$ cat src/rtl/id_ex_operand_stage.sv
// ID/EX operand stage: registers decode outputs, forwards EX/MEM and
// MEM/WB results into the ALU operands, and raises load-use holds.
module id_ex_operand_stage #(
  parameter int DATA_WIDTH     = 32,
  parameter int REG_ADDR_WIDTH = 5
) (
  input  logic                      clk,
  input  logic                      rst_n,
  input  logic                      valid_i,
  input  logic [DATA_WIDTH-1:0]     rs1_data_i,
  input  logic [DATA_WIDTH-1:0]     rs2_data_i,
  input  logic [DATA_WIDTH-1:0]     imm_i,
  input  logic [REG_ADDR_WIDTH-1:0] rs1_addr_i,
  input  logic [REG_ADDR_WIDTH-1:0] rs2_addr_i,
  input  logic [REG_ADDR_WIDTH-1:0] rd_addr_i,
  input  logic                      alu_src_i,
  input  logic [2:0]                alu_ctrl_i,
  input  logic                      reg_write_i,
  input  logic                      mem_read_i,
  input  logic                      stall_i,
  input  logic                      flush_i,
  input  logic [REG_ADDR_WIDTH-1:0] exmem_rd_i,
  input  logic                      exmem_reg_write_i,
  input  logic [DATA_WIDTH-1:0]     exmem_result_i,
  input  logic [REG_ADDR_WIDTH-1:0] memwb_rd_i,
  input  logic                      memwb_reg_write_i,
  input  logic [DATA_WIDTH-1:0]     memwb_result_i,
  output logic [DATA_WIDTH-1:0]     ALUop1,
  output logic [DATA_WIDTH-1:0]     ALUop2,
  output logic [2:0]                ALUctrl,
  output logic [DATA_WIDTH-1:0]     store_data_o,
  output logic [REG_ADDR_WIDTH-1:0] rd_addr_o,
  output logic                      reg_write_o,
  output logic                      mem_read_o,
  output logic                      valid_o,
  output logic                      hazard_o
);

  logic                      valid_q, valid_d;
  logic [DATA_WIDTH-1:0]     rs1_q, rs1_d;
  logic [DATA_WIDTH-1:0]     rs2_q, rs2_d;
  logic [DATA_WIDTH-1:0]     imm_q, imm_d;
  logic [REG_ADDR_WIDTH-1:0] rs1a_q, rs1a_d;
  logic [REG_ADDR_WIDTH-1:0] rs2a_q, rs2a_d;
  logic [REG_ADDR_WIDTH-1:0] rd_q, rd_d;
  logic                      alu_src_q, alu_src_d;
  logic [2:0]                ctrl_q, ctrl_d;
  logic                      regw_q, regw_d;
  logic                      memrd_q, memrd_d;

  logic                      bubble;
  logic                      capture;
  logic [DATA_WIDTH-1:0]     fwd1;
  logic [DATA_WIDTH-1:0]     fwd2;

  assign hazard_o = !stall_i && valid_i && valid_q && memrd_q
                 && (rd_q != '0)
                 && ((rd_q == rs1_addr_i) || (rd_q == rs2_addr_i));

  assign bubble  = flush_i || (!stall_i && hazard_o);
  assign capture = !flush_i && !stall_i && !hazard_o;

  always_comb begin
    valid_d   = valid_q;
    rs1_d     = rs1_q;
    rs2_d     = rs2_q;
    imm_d     = imm_q;
    rs1a_d    = rs1a_q;
    rs2a_d    = rs2a_q;
    rd_d      = rd_q;
    alu_src_d = alu_src_q;
    ctrl_d    = ctrl_q;
    regw_d    = regw_q;
    memrd_d   = memrd_q;
    unique case (1'b1)
      bubble: begin
        valid_d   = 1'b0;
        rs1_d     = '0;
        rs2_d     = '0;
        imm_d     = '0;
        rs1a_d    = '0;
        rs2a_d    = '0;
        rd_d      = '0;
        alu_src_d = 1'b0;
        ctrl_d    = '0;
        regw_d    = 1'b0;
        memrd_d   = 1'b0;
      end
      capture: begin
        valid_d   = valid_i;
        rs1_d     = rs1_data_i;
        rs2_d     = rs2_data_i;
        imm_d     = imm_i;
        rs1a_d    = rs1_addr_i;
        rs2a_d    = rs2_addr_i;
        rd_d      = rd_addr_i;
        alu_src_d = alu_src_i;
        ctrl_d    = alu_ctrl_i;
        regw_d    = reg_write_i && valid_i;
        memrd_d   = mem_read_i && valid_i;
      end
      default: ;
    endcase
  end

  always_ff @(posedge clk or negedge rst_n) begin
    if (!rst_n) begin
      valid_q   <= 1'b0;
      rs1_q     <= '0;
      rs2_q     <= '0;
      imm_q     <= '0;
      rs1a_q    <= '0;
      rs2a_q    <= '0;
      rd_q      <= '0;
      alu_src_q <= 1'b0;
      ctrl_q    <= '0;
      regw_q    <= 1'b0;
      memrd_q   <= 1'b0;
    end else begin
      valid_q   <= valid_d;
      rs1_q     <= rs1_d;
      rs2_q     <= rs2_d;
      imm_q     <= imm_d;
      rs1a_q    <= rs1a_d;
      rs2a_q    <= rs2a_d;
      rd_q      <= rd_d;
      alu_src_q <= alu_src_d;
      ctrl_q    <= ctrl_d;
      regw_q    <= regw_d;
      memrd_q   <= memrd_d;
    end
  end

  // EX/MEM is the younger producer, so it is checked first
  function automatic logic [DATA_WIDTH-1:0] fwd(
    input logic [REG_ADDR_WIDTH-1:0] a,
    input logic [DATA_WIDTH-1:0]     d
  );
    if (exmem_reg_write_i && exmem_rd_i != '0 && exmem_rd_i == a)
      return exmem_result_i;
    else if (memwb_reg_write_i && memwb_rd_i != '0 && memwb_rd_i == a)
      return memwb_result_i;
    else
      return d;
  endfunction

  assign fwd1 = fwd(rs1a_q, rs1_q);
  assign fwd2 = fwd(rs2a_q, rs2_q);

  assign ALUop1       = fwd1;
  assign ALUop2       = alu_src_q ? imm_q : fwd2;
  assign store_data_o = fwd2;
  assign ALUctrl      = ctrl_q;
  assign rd_addr_o    = rd_q;
  assign reg_write_o  = regw_q;
  assign mem_read_o   = memrd_q;
  assign valid_o      = valid_q;

endmodule

$ cat config.mk
export PLATFORM = sky130hd
export DESIGN_NAME = id_ex_operand_stage
export DESIGN_NICKNAME = d
export VERILOG_FILES = /design/src/rtl/id_ex_operand_stage.sv
export SDC_FILE = /design/constraint.sdc
export NUM_CORES = 1
export LEC_CHECK = 0
export CORE_MARGIN = 1
export CORE_UTILIZATION = 39
export CTS_BUF_LIST = sky130_fd_sc_hd__clkbuf_16
export DETAILED_ROUTE_END_ITERATION = 10
export PLACE_DENSITY = 0.79
export SLEW_MARGIN = 20
export SYNTH_ARGS = -nofsm -noshare
export SYNTH_HDL_FRONTEND = slang
export SYNTH_SLANG_ARGS = --single-unit
$ cat constraint.sdc
create_clock -name clk -period 2.26 [get_ports clk]
set_input_delay 0.452 -clock clk [delete_from_list [all_inputs] [get_ports clk]]
set_output_delay 0.452 -clock clk [all_outputs]
set_load 0.05 [all_outputs]
Figure 1. Met2 routing.
Cells faint in the background.
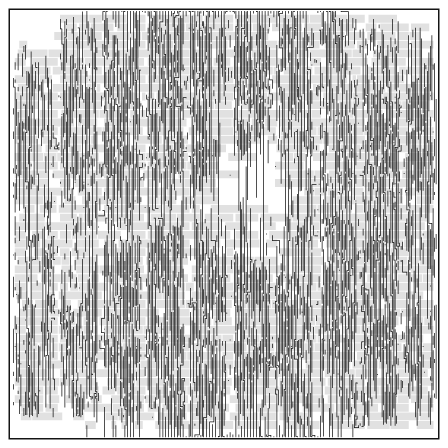
- main direction: vertical
- share of all routed wire: 51%
- longest straight run: 83.3 µm
- wire length on this layer: 18100 µm
- nets with wire on the layer: 1176
final WL: 35.6 mm
global-route track usage on met2: 60.9%
vias post-DR: 8028

Figure 2. Cells by drive strength.
Scale bar: 50 µm.
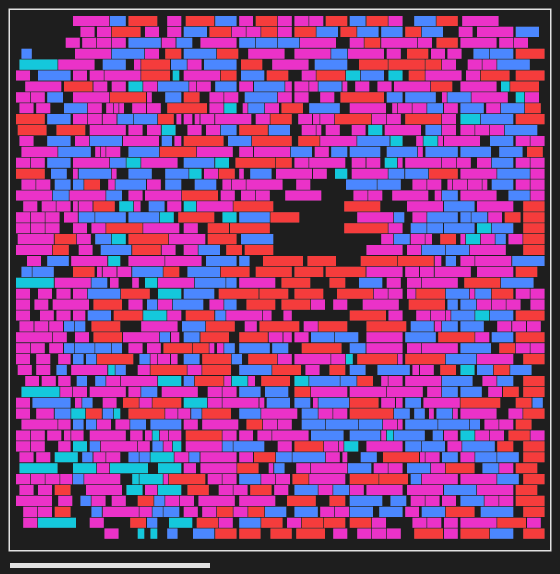
- drive 6 and up: red (cells 200)
- drive 3 to 4: blue (cells 263)
- drive 2: cyan (cells 61)
- drive 1 or less: magenta (cells 523)
final worst setup slack: -0.875 ns
Area Overhead vs Synth: 118%

Figure 3. Signal wires by layer.
Two of the layers only.
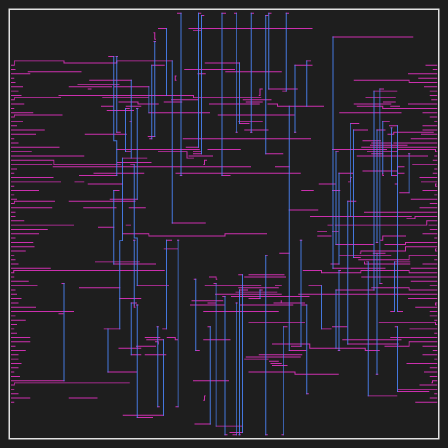
- met4: blue (wire length 2220 µm)
- met3: magenta (wire length 3050 µm)
GRT Total Usage: 35.4%
Routed wire per std cell: 28.0 µm

==> results.sh <==
# flow metrics
export IMPL_finish_utilization_pct=86.8
export IMPL_cts_made_buffers=17
export IMPL_dominant_cells="non-clock buffers"
export IMPL_synthArstFlopShare_pct=100
export IMPL_setup_violations=97
export IMPL_outcome="finished with violations"
export IMPL_cpLargestDelayFamily="buffers and inverters"
export IMPL_fin_crit_sh_pct=139
export IMPL_ff2ff_path_depth=8
export IMPL_dieHeight_um=135
export IMPL_cp_slowest_cell="dfrtp_1"
export IMPL_place_ws_ns=-0.917
export IMPL_violations="negative setup slack"
export IMPL_ys_top_cells_by_area="dfrtp_1 (43%), a32o_1 (17%), mux2_2 (5.2%)"
export IMPL_ant_nets=0
export IMPL_ys_ff=118
export IMPL_die_x_um=135
export IMPL_n_all_buffers=436
export IMPL_grt_overflow=0
export IMPL_clock_latency_ns=0.43
export IMPL_startpoint_type="flip-flop"
export IMPL_crit_end="ALUop2[12]"
export IMPL_yosysTopAreaCell="dfrtp_1"
export IMPL_wl_met2_mm=18.1
export IMPL_synthesis_nets=851
export IMPL_critical_path_buf_inv_count=3
export IMPL_setup_ws_ns=-0.875
export IMPL_register_area_um2=2960
export IMPL_cap_violations=0
export IMPL_core_um2=17200
export IMPL_setup_tns_final_ns=-68.30
export IMPL_antenna_found_initial=2
export IMPL_cts_repair_resized=330
export IMPL_ys_seq_share_pct=43.0
export IMPL_hold_end="imm_q[19]"
